--- src/rtl/fpu_raise_align.sv ---
// FP exception-flag alignment stage: delays per-channel raise flags to line up
// with retire, accumulates sticky flags and raises a held trap request.
module fpu_raise_align #(
  parameter int unsigned NCH    = 6,
  parameter int unsigned FLAG_W = 11,
  parameter int unsigned RET_W  = 14,
  parameter int unsigned LAT    = 2
) (
  input  logic                  clk,
  input  logic                  rst,
  input  logic [31:0]           fpcsr,
  input  logic [NCH*FLAG_W-1:0] raise_s,
  input  logic [NCH-1:0]        raise_vld,
  input  logic [NCH*RET_W-1:0]  ret_in,
  input  logic [NCH-1:0]        ret_en_in,
  output logic [NCH*RET_W-1:0]  ret,
  output logic [NCH-1:0]        ret_en,
  output logic [NCH-1:0]        ret_exc,
  output logic [FLAG_W-1:0]     sticky,
  input  logic                  csr_wr,
  input  logic                  csr_clr,
  input  logic [FLAG_W-1:0]     csr_wdata,
  output logic                  trap_req,
  output logic [2:0]            trap_ch,
  output logic [FLAG_W-1:0]     trap_flags,
  input  logic                  trap_ack,
  output logic [7:0]            orphan_cnt
);

  typedef enum logic {IDLE, PEND} state_t;

  state_t state, state_nxt;

  logic              dly_vld   [NCH][LAT];
  logic [FLAG_W-1:0] dly_flags [NCH][LAT];

  logic [FLAG_W-1:0] enables;
  logic [FLAG_W-1:0] en_flags [NCH];
  logic [FLAG_W-1:0] new_flags;
  logic [NCH-1:0]    exc_nxt;
  logic              any_orphan;
  logic              trap_hit;
  logic [2:0]        sel_ch;
  logic [FLAG_W-1:0] sel_flags;
  logic              capture;
  logic              unused_fpcsr;

  assign enables      = fpcsr[FLAG_W-1:0];
  assign unused_fpcsr = ^fpcsr;
  assign trap_req     = (state == PEND);

  always_ff @(posedge clk) begin
    for (int unsigned i = 0; i < NCH; i++) begin
      if (rst) begin
        for (int unsigned j = 0; j < LAT; j++) begin
          dly_vld[i][j]   <= 1'b0;
          dly_flags[i][j] <= '0;
        end
      end else begin
        dly_vld[i][0]   <= raise_vld[i];
        dly_flags[i][0] <= raise_s[i*FLAG_W +: FLAG_W];
        for (int unsigned j = 1; j < LAT; j++) begin
          dly_vld[i][j]   <= dly_vld[i][j-1];
          dly_flags[i][j] <= dly_flags[i][j-1];
        end
      end
    end
  end

  // Match on the delay-line tail; the lowest trapping channel wins the capture.
  always_comb begin
    new_flags  = '0;
    exc_nxt    = '0;
    any_orphan = 1'b0;
    trap_hit   = 1'b0;
    sel_ch     = '0;
    sel_flags  = '0;
    for (int unsigned i = 0; i < NCH; i++) begin
      logic [FLAG_W-1:0] m;
      m           = (dly_vld[i][LAT-1] & ret_en_in[i]) ? dly_flags[i][LAT-1] : '0;
      en_flags[i] = m & enables;
      new_flags   = new_flags | m;
      exc_nxt[i]  = ret_en_in[i] & (|en_flags[i]);
      any_orphan  = any_orphan | (dly_vld[i][LAT-1] & ~ret_en_in[i]);
      if (!trap_hit && (|en_flags[i])) begin
        trap_hit  = 1'b1;
        sel_ch    = 3'(i);
        sel_flags = en_flags[i];
      end
    end
  end

  always_comb begin
    state_nxt = state;
    capture   = 1'b0;
    case (state)
      IDLE: if (trap_hit) begin
        state_nxt = PEND;
        capture   = 1'b1;
      end
      PEND: if (trap_ack) state_nxt = IDLE;
      default: state_nxt = IDLE;
    endcase
  end

  always_ff @(posedge clk) begin
    if (rst) begin
      state      <= IDLE;
      ret        <= '0;
      ret_en     <= '0;
      ret_exc    <= '0;
      sticky     <= '0;
      trap_ch    <= '0;
      trap_flags <= '0;
      orphan_cnt <= '0;
    end else begin
      state   <= state_nxt;
      ret     <= ret_in;
      ret_en  <= ret_en_in;
      ret_exc <= exc_nxt;
      if (csr_wr)       sticky <= csr_wdata | new_flags;
      else if (csr_clr) sticky <= new_flags;
      else              sticky <= sticky | new_flags;
      if (any_orphan && orphan_cnt != 8'hFF) orphan_cnt <= orphan_cnt + 8'd1;
      if (capture) begin
        trap_ch    <= sel_ch;
        trap_flags <= sel_flags;
      end
    end
  end

endmodule

--- config.mk ---
export PLATFORM = sky130hd
export DESIGN_NAME = fpu_raise_align
export DESIGN_NICKNAME = d
export VERILOG_FILES = /design/src/rtl/fpu_raise_align.sv
export SDC_FILE = /design/constraint.sdc
export NUM_CORES = 1
export LEC_CHECK = 0
export CORE_MARGIN = 2
export CORE_UTILIZATION = 44
export CTS_CLUSTER_SIZE = 30
export DETAILED_ROUTE_END_ITERATION = 8
export HOLD_SLACK_MARGIN = 0.15
export PLACE_DENSITY_LB_ADDON = 0.1
export SLEW_MARGIN = 20
export SYNTH_ARGS = -nofsm -noshare
export SYNTH_HDL_FRONTEND = slang
export SYNTH_SLANG_ARGS = --single-unit
--- constraint.sdc ---
create_clock -name clk -period 3.1 [get_ports clk]
set_input_delay 0.62 -clock clk [delete_from_list [all_inputs] [get_ports clk]]
set_output_delay 0.62 -clock clk [all_outputs]
set_load 0.03 [all_outputs]
Fig. 1: local utilization
15 x 15 tiles, from black (low) to pale yellow (high), 0 to 100% covered.
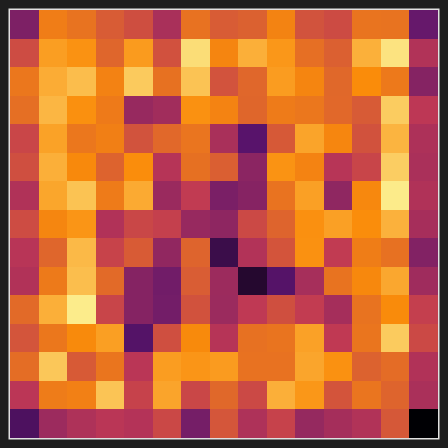
tiles over 75% full	24%
fullest tile	96%
emptiest ninth of the die	centre
mean over tiles	62%
Final Core Density: 0.672
initial cell density of the core: 0.444
area inside the core boundary: 20800 µm²

==> flow_summary.html <==
<h2>Synthesis and place &amp; route</h2>
<table>
<tr><th>Metric</th><th>Value</th></tr>
<tr><th colspan="2">Outcome</th></tr>
<tr><td>Result of the run</td><td>complete, no violations</td></tr>
<tr><th colspan="2">Power and ir drop</th></tr>
<tr><td>Sw Share</td><td>0.234</td></tr>
<tr><td>Switching power</td><td>0.00198 W</td></tr>
<tr><td>Pwr top</td><td>sequential cells</td></tr>
<tr><td>Internal power</td><td>0.00647 W</td></tr>
<tr><td>Power Density</td><td>603 nW/µm²</td></tr>
<tr><td>Reg power frac</td><td>0.450</td></tr>
<tr><td>Power in combinational cells</td><td>0.00106 W</td></tr>
<tr><td>Clock group total power</td><td>0.00358 W</td></tr>
<tr><th colspan="2">Global routing</th></tr>
<tr><td>Fraction of met2 tracks used by global routing</td><td>0.389</td></tr>
<tr><td>Met1 Usage GRT</td><td>0.323</td></tr>
<tr><td>Total routing resource utilization after global routing</td><td>0.246</td></tr>
<tr><th colspan="2">Yosys</th></tr>
<tr><td>Top cell type's share of synthesized area</td><td>0.593</td></tr>
<tr><td>Largest family of logic cells by area</td><td>simple AND/OR/NAND/NOR gates</td></tr>
<tr><td>Summed instance area of the synthesized netlist</td><td>9250 µm²</td></tr>
<tr><td>Mean Syn Cell Area</td><td>10.7 µm²</td></tr>
<tr><td>Net count of the mapped netlist</td><td>~1100</td></tr>
<tr><td>Yosys top cell by area</td><td>dfxtp_1</td></tr>
<tr><td>Share of flip-flops with an asynchronous set or reset</td><td>0</td></tr>
<tr><td>Number of standard cells reported by yosys</td><td>between 800 and 900</td></tr>
<tr><td>Post-synth regs</td><td>roughly 270</td></tr>
<tr><td>Dominant cells by area after synthesis</td><td>dfxtp_1, nor2b_1, nand2_1</td></tr>
<tr><td>Synth Area in Compound Gates</td><td>0.144</td></tr>
<tr><td>Warning count from the yosys run</td><td>0</td></tr>
<tr><td>Basic Gates by Area</td><td>0.223</td></tr>
<tr><td>Chip area from the yosys synthesis statistics</td><td>9250 µm²</td></tr>
<tr><td>Fraction of synthesized area in multiplexers</td><td>0.00217</td></tr>
<tr><th colspan="2">Drt</th></tr>
<tr><td>Top layer reached by signal wires</td><td>met4</td></tr>
<tr><td>Remaining number of nets flagged by the antenna check after routing</td><td>0</td></tr>
<tr><td>DRC viols</td><td>0</td></tr>
<tr><td>Routed len/inst</td><td>18.7 µm</td></tr>
<tr><th colspan="2">Timing</th></tr>
<tr><td>Worst Hold Margin</td><td>434 ps</td></tr>
<tr><td>Max-slew headroom</td><td>0.422</td></tr>
<tr><td>Achievable clock frequency</td><td>360 MHz</td></tr>
<tr><td>Count of pins over their slew limit</td><td>0</td></tr>
<tr><td>Final-report hold violation count</td><td>0</td></tr>
<tr><td>Number of setup violations in the final report</td><td>0</td></tr>
<tr><th colspan="2">Run</th></tr>
<tr><td>Number of max-capacitance violations reported</td><td>0</td></tr>
<tr><td>Tool warning count</td><td>49</td></tr>
<tr><th colspan="2">Setup path</th></tr>
<tr><td>List of cells traversed by the critical path</td><td>clkdlybuf4s50_1 -&gt; a22o_1 -&gt; a221oi_2 -&gt; and3_2 -&gt; a41o_1 -&gt; buf_12 -&gt; a32o_1 -&gt; o211ai_1 -&gt; a2111oi_2</td></tr>
<tr><td>Cell type of the slowest stage on the worst timing path</td><td>clkdlybuf4s50_1</td></tr>
<tr><td>Max Fanout on Critical Path</td><td>8</td></tr>
<tr><td>Endpoint of the most critical setup path</td><td>trap_flags[0]</td></tr>
<tr><td>Setup slack on the worst flop-to-flop path</td><td>approximately 480 ps</td></tr>
<tr><td>Crit path kind</td><td>primary input to flip-flop</td></tr>
<tr><td>Reg-to-reg critical path endpoint</td><td>trap_flags[2]</td></tr>
<tr><td>Cell type group with the largest total delay on the critical path</td><td>AND-OR/OR-AND gates</td></tr>
<tr><td>Element type at the critical path end</td><td>flip-flop</td></tr>
<tr><td>Timing startpoint of the critical path</td><td>fpcsr[9]</td></tr>
<tr><td>Largest stage delay on the critical path</td><td>600 ps</td></tr>
<tr><td>Reg-to-Reg Start</td><td>dly_flags[0][23]</td></tr>
<tr><th colspan="2">Layout</th></tr>
<tr><td>Nonclk buf count</td><td>376</td></tr>
<tr><td>Flop Count</td><td>274</td></tr>
<tr><td>Antenna Cells</td><td>0</td></tr>
<tr><td>Finished Layout Cells</td><td>1509</td></tr>
<tr><td>Layout cell share with drive strength beyond 1</td><td>0.0997</td></tr>
<tr><td>Most common cell after layout, fill and taps aside</td><td>clkdlybuf4s50_1</td></tr>
<tr><td>Area of the multi-input gates</td><td>3470 µm²</td></tr>
<tr><td>Clock network area share</td><td>0.0716</td></tr>
<tr><td>Fraction of area in multi-input gates</td><td>0.248</td></tr>
<tr><td>Area growth, synth to finish</td><td>51.4%</td></tr>
<tr><td>Top Layout Cells</td><td>clkdlybuf4s50_1, dfxtp_1, nor2b_1</td></tr>
<tr><td># fillers</td><td>approximately 1700</td></tr>
<tr><td>Nets</td><td>around 1400</td></tr>
<tr><td>Multi-input gates</td><td>522</td></tr>
<tr><th colspan="2">Min path</th></tr>
<tr><td>Hold Path End</td><td>dly_flags[1][3]</td></tr>
<tr><td>Worst hold-check path type</td><td>flip-flop to flip-flop</td></tr>
<tr><th colspan="2">Floorplanning</th></tr>
<tr><td>Number of well taps</td><td>~280</td></tr>
<tr><td>Overall chip area</td><td>between 20000 and 25000 µm²</td></tr>
<tr><td>Die x size</td><td>149 µm</td></tr>
<tr><td>Die H</td><td>approximately 150 µm</td></tr>
<tr><td>Row cnt</td><td>between 50 and 60</td></tr>
<tr><th colspan="2">Clock tree</th></tr>
<tr><td>Hold bufs inserted after CTS</td><td>0</td></tr>
<tr><td>CTS H-tree depth</td><td>1</td></tr>
<tr><td>Clock transition time at the flip-flop clock pins of the worst setup and hold paths</td><td>roughly 60 ps</td></tr>
<tr><td>Clock tree from TritonCTS</td><td>yes</td></tr>
<tr><td>Total CTS buffers</td><td>28</td></tr>
<tr><td>Number of gates resized after CTS</td><td>0</td></tr>
<tr><td>Number of buffers added for setup after CTS</td><td>0</td></tr>
<tr><th colspan="2">Place</th></tr>
<tr><td>Instance area after placement</td><td>13000 µm²</td></tr>
</table>
Fig. 2: sequential cells coloured by netlist name
Other sequential cells in the stronger grey, the rest of the logic in the fainter grey.
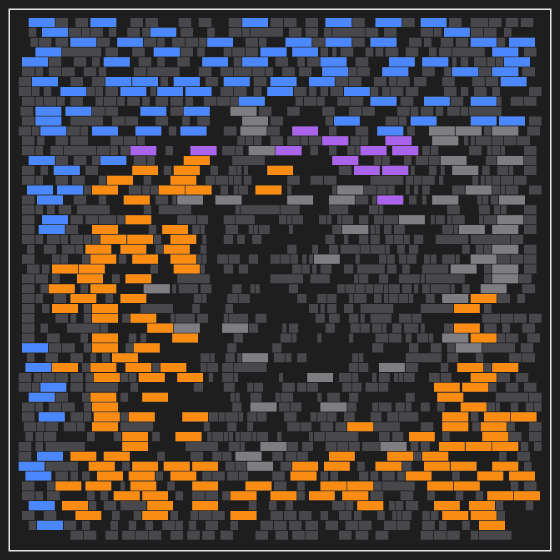
signal	colour	placed flops
`ret`	blue	84
`dly_flags`	orange	132
`dly_vld`	purple	12
FF+latch area: 5490 µm²
sequential cell area share: 0.392
power attributed to sequential cells: 0.00380 W

Power and IR drop assume default switching activity.
